===== config.mk =====
export PLATFORM = sky130hd
export DESIGN_NAME = clkdiv_seq_ctrl
export DESIGN_NICKNAME = d
export VERILOG_FILES = /design/src/rtl/clkdiv_seq_ctrl.sv
export SDC_FILE = /design/constraint.sdc
export NUM_CORES = 1
export LEC_CHECK = 0
export CELL_PAD_IN_SITES_DETAIL_PLACEMENT = 1
export CELL_PAD_IN_SITES_GLOBAL_PLACEMENT = 2
export CORE_MARGIN = 8
export CORE_UTILIZATION = 45
export DETAILED_ROUTE_END_ITERATION = 12
export GPL_TIMING_DRIVEN = 0
export MAX_ROUTING_LAYER = met4
export PLACE_DENSITY = 0.92
export SLEW_MARGIN = 40
export SYNTH_ARGS = -nofsm -noshare
export SYNTH_HDL_FRONTEND = slang
export SYNTH_SLANG_ARGS = --single-unit

===== constraint.sdc =====
create_clock -name in_clk -period 6.75 [get_ports in_clk]
set_clock_uncertainty 0.15 [all_clocks]
set_input_delay 0.675 -clock in_clk [delete_from_list [all_inputs] [get_ports in_clk]]
set_output_delay 0.675 -clock in_clk [all_outputs]
set_load 0.05 [all_outputs]

===== src/rtl/clkdiv_seq_ctrl.sv =====
// clkdiv_seq_ctrl: steps ClkDiv's B_n through a programmable (divisor, hold) table,
// counting divided-clock rises per entry. Optional wrap-around build: CLKDIV_SEQ_LOOP_EN.
module clkdiv_seq_ctrl #(
  parameter int CNT_BW  = 13,
  parameter int DEPTH   = 8,
  parameter int AW      = 3,
  parameter int HOLD_BW = 8,
  parameter int TO_BW   = 16
) (
  input  logic               in_clk,
  input  logic               rst,
  input  logic               wr_en,
  input  logic [AW-1:0]      wr_addr,
  input  logic [CNT_BW-1:0]  wr_div,
  input  logic [HOLD_BW-1:0] wr_hold,
  input  logic [AW:0]        num_steps,
  input  logic               start,
  input  logic               abort,
`ifdef CLKDIV_SEQ_LOOP_EN
  input  logic               loop_en,
`endif
  input  logic               div_clk,
  output logic [CNT_BW-1:0]  B_n,
  output logic [AW-1:0]      step_idx,
  output logic               busy,
  output logic               done,
  output logic               timeout_err
);

  // state  | meaning
  // IDLE   | waiting for start; table writable
  // SETTLE | B_n just changed; next rise is discarded (possibly partial period)
  // RUN    | counting rises against the active entry's hold
  // FIN    | one-cycle done pulse, then back to IDLE
  typedef enum logic [1:0] {S_IDLE, S_SETTLE, S_RUN, S_FIN} state_t;

  localparam logic [AW:0]        DEPTH_W  = (AW+1)'(DEPTH);
  localparam logic [AW:0]        STEP_ONE = (AW+1)'(1);
  localparam logic [AW-1:0]      IDX_ONE  = AW'(1);
  localparam logic [CNT_BW-1:0]  DIV_ONE  = CNT_BW'(1);
  localparam logic [HOLD_BW-1:0] HOLD_ONE = HOLD_BW'(1);
  localparam logic [TO_BW-1:0]   WD_ONE   = TO_BW'(1);
  localparam logic [TO_BW-1:0]   WD_MAX   = '1;

  state_t state, state_nxt;

  logic [CNT_BW-1:0]  div_tab  [DEPTH];
  logic [HOLD_BW-1:0] hold_tab [DEPTH];
  logic               prev_div_clk;
  logic [HOLD_BW-1:0] hold_cnt;
  logic [TO_BW-1:0]   wd_cnt;
  logic [AW:0]        num_lat;
  logic               loop_mode;

  logic               rise;
  logic               wr_ok;
  logic               start_ok;
  logic               last_step;
  logic [AW-1:0]      step_nxt;
  logic [HOLD_BW-1:0] hold_inc;
  logic               hold_hit;
  logic [TO_BW-1:0]   wd_inc;
  logic               wd_expire;
  logic [CNT_BW-1:0]  wr_div_c;
  logic [HOLD_BW-1:0] wr_hold_c;
  logic [CNT_BW-1:0]  start_div;

`ifdef CLKDIV_SEQ_LOOP_EN
  logic loop_lat;
  assign loop_mode = loop_lat;
`else
  assign loop_mode = 1'b0;
`endif

  assign rise      = div_clk & ~prev_div_clk;
  assign wr_ok     = wr_en && (state == S_IDLE) && ({1'b0, wr_addr} < DEPTH_W);
  assign start_ok  = start && (state == S_IDLE) && (num_steps != '0) && (num_steps <= DEPTH_W);
  assign last_step = ({1'b0, step_idx} == (num_lat - STEP_ONE));
  assign step_nxt  = step_idx + IDX_ONE;
  assign hold_inc  = (hold_cnt == '1) ? hold_cnt : hold_cnt + HOLD_ONE;
  assign hold_hit  = (hold_inc == hold_tab[step_idx]);
  assign wd_inc    = (wd_cnt == WD_MAX) ? wd_cnt : wd_cnt + WD_ONE;
  assign wd_expire = (wd_inc == WD_MAX);
  assign wr_div_c  = (wr_div == '0) ? DIV_ONE : wr_div;
  assign wr_hold_c = (wr_hold == '0) ? HOLD_ONE : wr_hold;
  // A same-cycle write to entry 0 must be seen by the starting sequence.
  assign start_div = (wr_ok && (wr_addr == '0)) ? wr_div_c : div_tab[0];

  always_ff @(posedge in_clk) begin
    if (rst) state <= S_IDLE;
    else     state <= state_nxt;
  end

  always_comb begin
    state_nxt = state;
    case (state)
      S_IDLE: if (start_ok) state_nxt = S_SETTLE;
      S_SETTLE: begin
        if (abort)          state_nxt = S_IDLE;
        else if (rise)      state_nxt = S_RUN;
        else if (wd_expire) state_nxt = S_IDLE;
      end
      S_RUN: begin
        if (abort) state_nxt = S_IDLE;
        else if (rise) begin
          if (hold_hit) begin
            if (!last_step || loop_mode) state_nxt = S_SETTLE;
            else                         state_nxt = S_FIN;
          end
        end else if (wd_expire) state_nxt = S_IDLE;
      end
      S_FIN:   state_nxt = S_IDLE;
      default: state_nxt = S_IDLE;
    endcase
  end

  always_comb begin
    done = (state == S_FIN);
  end

  always_ff @(posedge in_clk) begin
    if (rst) begin
      prev_div_clk <= 1'b0;
      B_n          <= DIV_ONE;
      step_idx     <= '0;
      busy         <= 1'b0;
      timeout_err  <= 1'b0;
      hold_cnt     <= '0;
      wd_cnt       <= '0;
      num_lat      <= '0;
`ifdef CLKDIV_SEQ_LOOP_EN
      loop_lat     <= 1'b0;
`endif
      for (int i = 0; i < DEPTH; i++) begin
        div_tab[i]  <= DIV_ONE;
        hold_tab[i] <= HOLD_ONE;
      end
    end else begin
      prev_div_clk <= div_clk;
      busy         <= (state_nxt != S_IDLE);
      if (wr_ok) begin
        div_tab[wr_addr]  <= wr_div_c;
        hold_tab[wr_addr] <= wr_hold_c;
      end
      case (state)
        S_IDLE: begin
          if (start_ok) begin
            num_lat     <= num_steps;
            step_idx    <= '0;
            B_n         <= start_div;
            timeout_err <= 1'b0;
            wd_cnt      <= '0;
            hold_cnt    <= '0;
`ifdef CLKDIV_SEQ_LOOP_EN
            loop_lat    <= loop_en;
`endif
          end
        end
        S_SETTLE, S_RUN: begin
          if (!abort) begin
            if (rise) begin
              wd_cnt <= '0;
              if (state == S_SETTLE) begin
                hold_cnt <= '0;
              end else begin
                hold_cnt <= hold_inc;
                if (hold_hit && !last_step) begin
                  step_idx <= step_nxt;
                  B_n      <= div_tab[step_nxt];
                end else if (hold_hit && loop_mode) begin
                  step_idx <= '0;
                  B_n      <= div_tab[0];
                end
              end
            end else begin
              wd_cnt <= wd_inc;
              if (wd_expire) timeout_err <= 1'b1;
            end
          end
        end
        default: ;
      endcase
    end
  end

endmodule

==> flow_summary.ini, run 1 <==
; yosys + openroad results
[pwr]
p_total_mw = 3.215
switchingPower_uw = 761.3
p_comb_uw = 262
power_leader = sequential cells
p_seq_mw = 1.52

[layout]
clockNetworkAreaShare_pct = 6.700
sh_seq_area_pct = 47.16
num_antenna_cells = 0
largest_class = sequential cells
largest_register_ffs = 104
logic_gate_count = 613
nClkBuffers = 29

[worst_setup_path]
rr_worst_depth = 10
critical_path_required_ps = 7040
crit_path_start_kind = flip-flop
r2r-end = wd_cnt[9]$_SDFFE_PP0P_

[synth]
synthFlopType = edfxtp_1
ys_types = 66
synth_area_per_cell_sq_um = 12.08

[route]
drc_errors = 0
m1WireLength_microns = 13990

[placed_design]
gp_congestion = 0.8625

[timing]
hold_viol = 0
setup_ws_ps = 2681
tightest_slew_ps = 801.9
slew_headroom_pct = 46.18

[grt]
grt_use_met2_pct = 38.44
grt_overflow = 0
grtUsageMet3_pct = 2.685

[floorplan]
rows = 57

[status]
status = finished clean
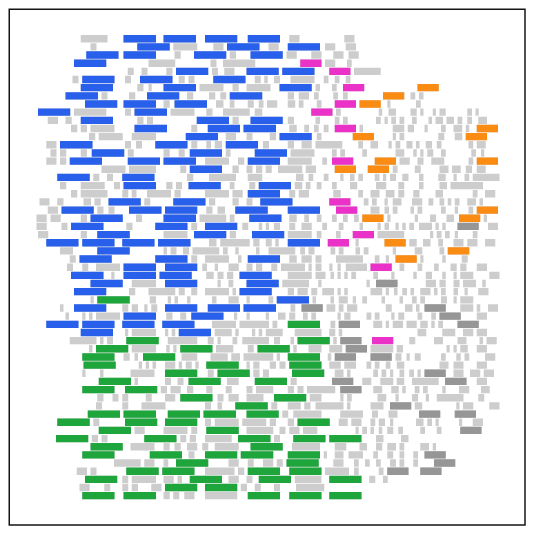
**Above:** run 1 (sequential cells grouped by signal name).
(3 px per micron)
[orange] `wd_cnt` | placed flops: 16
[blue] `div_tab` | placed flops: 104
[green] `hold_tab` | placed flops: 64
[magenta] `B_n` | placed flops: 13
not colored: 23

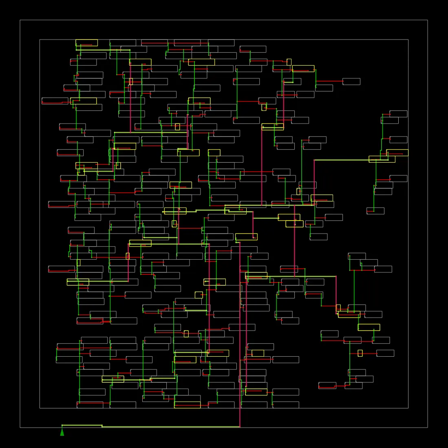
**Above:** run 1 (clock wiring as the flow saved it).
cts bufs inserted: 25
seq_cells: 220

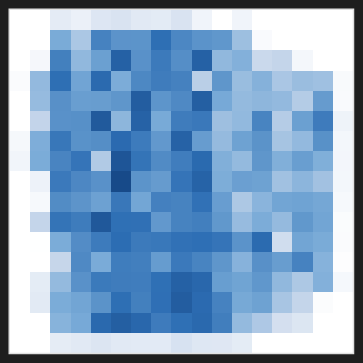
**Above:** run 1 (cell area per tile).
(2 px per micron) The die is cut into 17 by 17 equal tiles; white is low, dark blue is high, 0 to 100% covered.
tiles over 75% full: 8.3%
emptiest ninth of the die: top right
fullest tile: 90%

**Run 1: metal layers overlaid**

(3 px per micron)
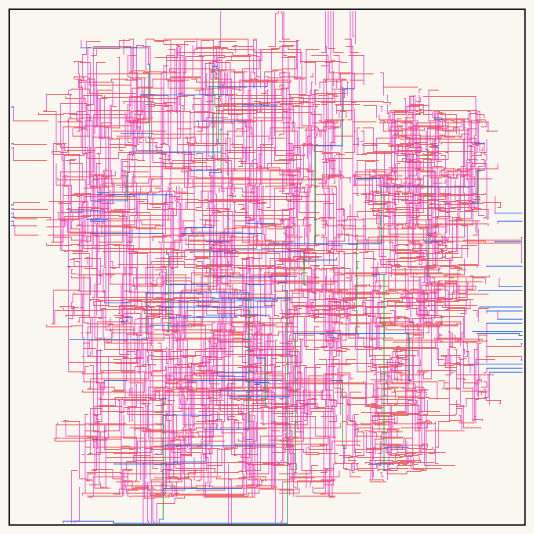

==> run 2, diff against run 1 <==
--- a/config.mk
+++ b/config.mk
@@ -8,11 +8,11 @@
 export CELL_PAD_IN_SITES_DETAIL_PLACEMENT = 1
 export CELL_PAD_IN_SITES_GLOBAL_PLACEMENT = 2
 export CORE_MARGIN = 8
-export CORE_UTILIZATION = 45
+export CORE_UTILIZATION = 42
 export DETAILED_ROUTE_END_ITERATION = 12
 export GPL_TIMING_DRIVEN = 0
 export MAX_ROUTING_LAYER = met4
-export PLACE_DENSITY = 0.92
+export PLACE_DENSITY = 0.87
 export SLEW_MARGIN = 40
 export SYNTH_ARGS = -nofsm -noshare
 export SYNTH_HDL_FRONTEND = slang
==> constraint.sdc (replaced) <==
create_clock -name in_clk -period 4.2 [get_ports in_clk]
set_clock_uncertainty 0.15 [all_clocks]
set_input_delay 0.42 -clock in_clk [delete_from_list [all_inputs] [get_ports in_clk]]
set_output_delay 0.42 -clock in_clk [all_outputs]
set_load 0.05 [all_outputs]
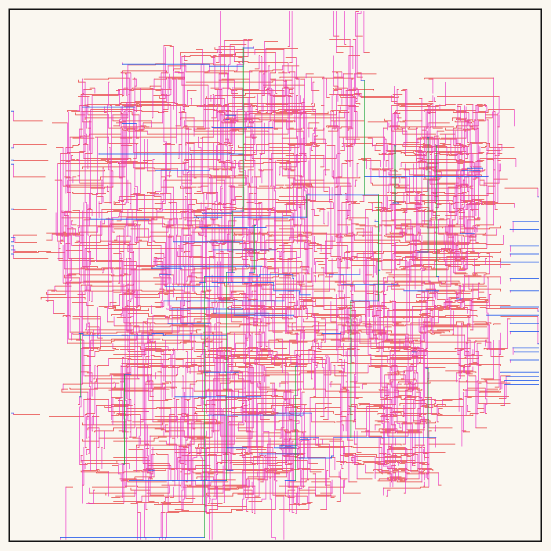
**Above:** run 2 (metal layers overlaid).
(3 px per micron)
[green] metal 4 | wire length: 586 microns
[blue] metal 3 | wire length: 1210 microns
[magenta] metal 2 | wire length: 15200 microns
[red] metal 1 | wire length: 13600 microns

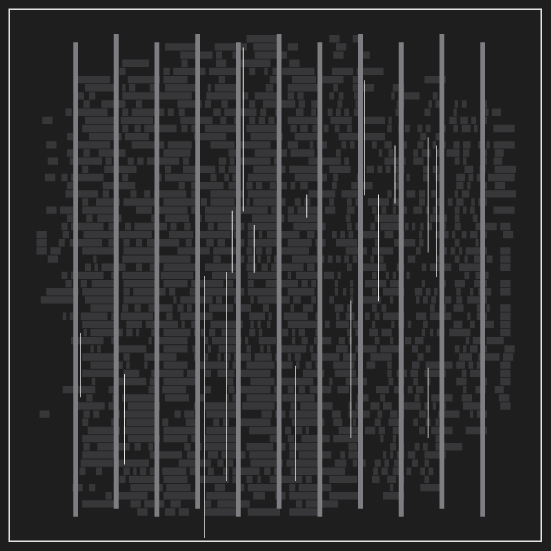
**Above:** run 2 (metal 4).
(3 px per micron) Supply wires on this layer in gray.
nets with wire on the layer: 9
main direction: vertical
wire length on this layer: 586 microns

==> run 2 against run 1 <==
  * Power rose by 57%
  * Fmax grew 6.8%
  * Core utilization fell by 3.9 points
  * Clock power rose by 52%
  * Largest power group unchanged
  * Register-to-register slack got worse by 2300 ps
  * Critical path type unchanged
  * Final area fell by 0.66%
  * Count of clock-buffer cells in the layout is 1 higher
  * First-iteration DRC count increased by 6.7%
  * Die size grew 6.5%
==> flow_summary.ini, run 2 <==
; yosys + openroad results
[pwr]
p_comb_uw = 410
switchingPower_mw = 1.201
p_seq_mw = 2.45
power_leader = sequential cells

[layout]
clockNetworkAreaShare_pct = 6.247
ff_count = 220
nClkBuffers = 30

[timing]
slew_headroom_pct = 46.90
setup_ws_ps = 390.9
tightest_slew_ps = 791.1

[synth]
synth_area_per_cell_sq_um = 12.08
synthFlopType = edfxtp_1
ys_types = 66

[worst_setup_path]
r2r-end = B_n[2]$_SDFFE_PP0P_
critical_path_required_ps = 4430
rr_worst_depth = 10
crit_path_start_kind = flip-flop

[status]
status = finished clean

[grt]
grt_overflow = 0
grtUsageMet3_pct = 2.475
grt_use_met2_pct = 34.08

[floorplan]
rows = 59

[route]
m1WireLength_microns = 13560
**Run 2: clock wiring as the flow saved it**

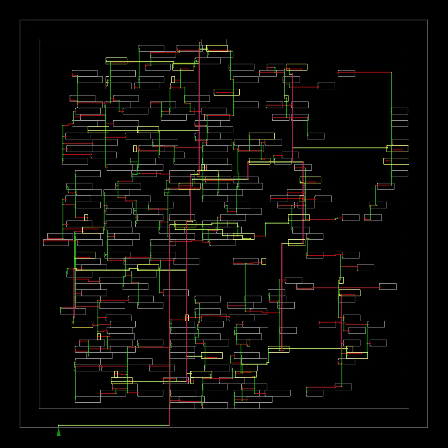

==> run 3, diff against run 2 <==
--- a/config.mk
+++ b/config.mk
@@ -5,15 +5,16 @@
 export SDC_FILE = /design/constraint.sdc
 export NUM_CORES = 1
 export LEC_CHECK = 0
+export ABC_AREA = 1
 export CELL_PAD_IN_SITES_DETAIL_PLACEMENT = 1
 export CELL_PAD_IN_SITES_GLOBAL_PLACEMENT = 2
 export CORE_MARGIN = 8
-export CORE_UTILIZATION = 42
+export CORE_UTILIZATION = 38
 export DETAILED_ROUTE_END_ITERATION = 12
 export GPL_TIMING_DRIVEN = 0
 export MAX_ROUTING_LAYER = met4
 export PLACE_DENSITY = 0.87
-export SLEW_MARGIN = 40
+export SLEW_MARGIN = 10
 export SYNTH_ARGS = -nofsm -noshare
 export SYNTH_HDL_FRONTEND = slang
 export SYNTH_SLANG_ARGS = --single-unit
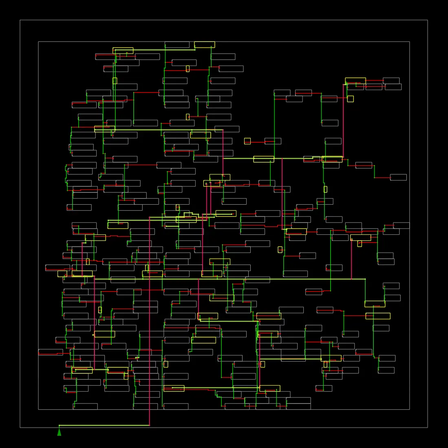
**Above:** run 3 (clock wiring as the flow saved it).
cts bufs inserted: 27
clk_buf instances: 29
Power Clock: 2.39 mW

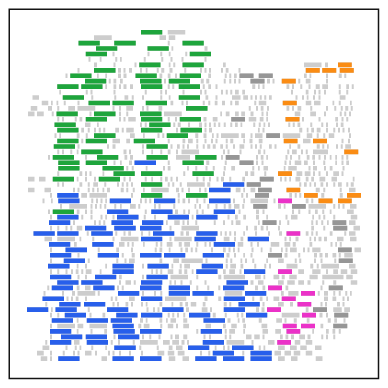
**Above:** run 3 (sequential cells grouped by signal name).
(2 px per micron)
[blue] `div_tab` | placed flops: 104
[magenta] `B_n` | placed flops: 13 | where: bottom right
[orange] `wd_cnt` | placed flops: 16
[green] `hold_tab` | placed flops: 64
not colored: 23

==> run 3 against run 2 <==
  * Count of clock-buffer cells in the layout fell by 1
  * Via count rose by 18%
  * Global-route usage rose by 0.88 points
  * First-iteration DRC count fell by 1.6%
  * Sequential power barely moved
  * Final area fell by 1.7%
  * Power rose by 6.8%
  * Combinational power rose by 29%
  * Final cell count rose by 27%
  * Worst hold slack improved by 50 ps
  * Register-to-register slack improved by 190 ps
  * Critical path type unchanged
  * Critical endpoint is now B_n[11]$_SDFFE_PP0P_
==> flow_summary.ini, run 3 <==
; yosys + openroad results
[pwr]
p_comb_uw = 528
switchingPower_mw = 1.376
p_seq_mw = 2.46
power_leader = sequential cells

[route]
m1WireLength_microns = 15200

[synth]
ys_types = 45
synthFlopType = edfxtp_1
synth_area_per_cell_sq_um = 8.824

[timing]
slew_headroom_pct = 19.37
tightest_slew_ps = 1207
setup_ws_ps = 576.9

[layout]
ff_count = 220
clockNetworkAreaShare_pct = 7.160

[grt]
grtUsageMet3_pct = 2.549
grt_use_met2_pct = 34.87
grt_overflow = 0

[worst_setup_path]
rr_worst_depth = 8
critical_path_required_ps = 4470
crit_path_start_kind = flip-flop
r2r-end = B_n[11]$_SDFFE_PP0P_

[status]
status = finished clean

[floorplan]
rows = 61

[clock_network]
cts_tree = done
Power and IR drop assume default switching activity.
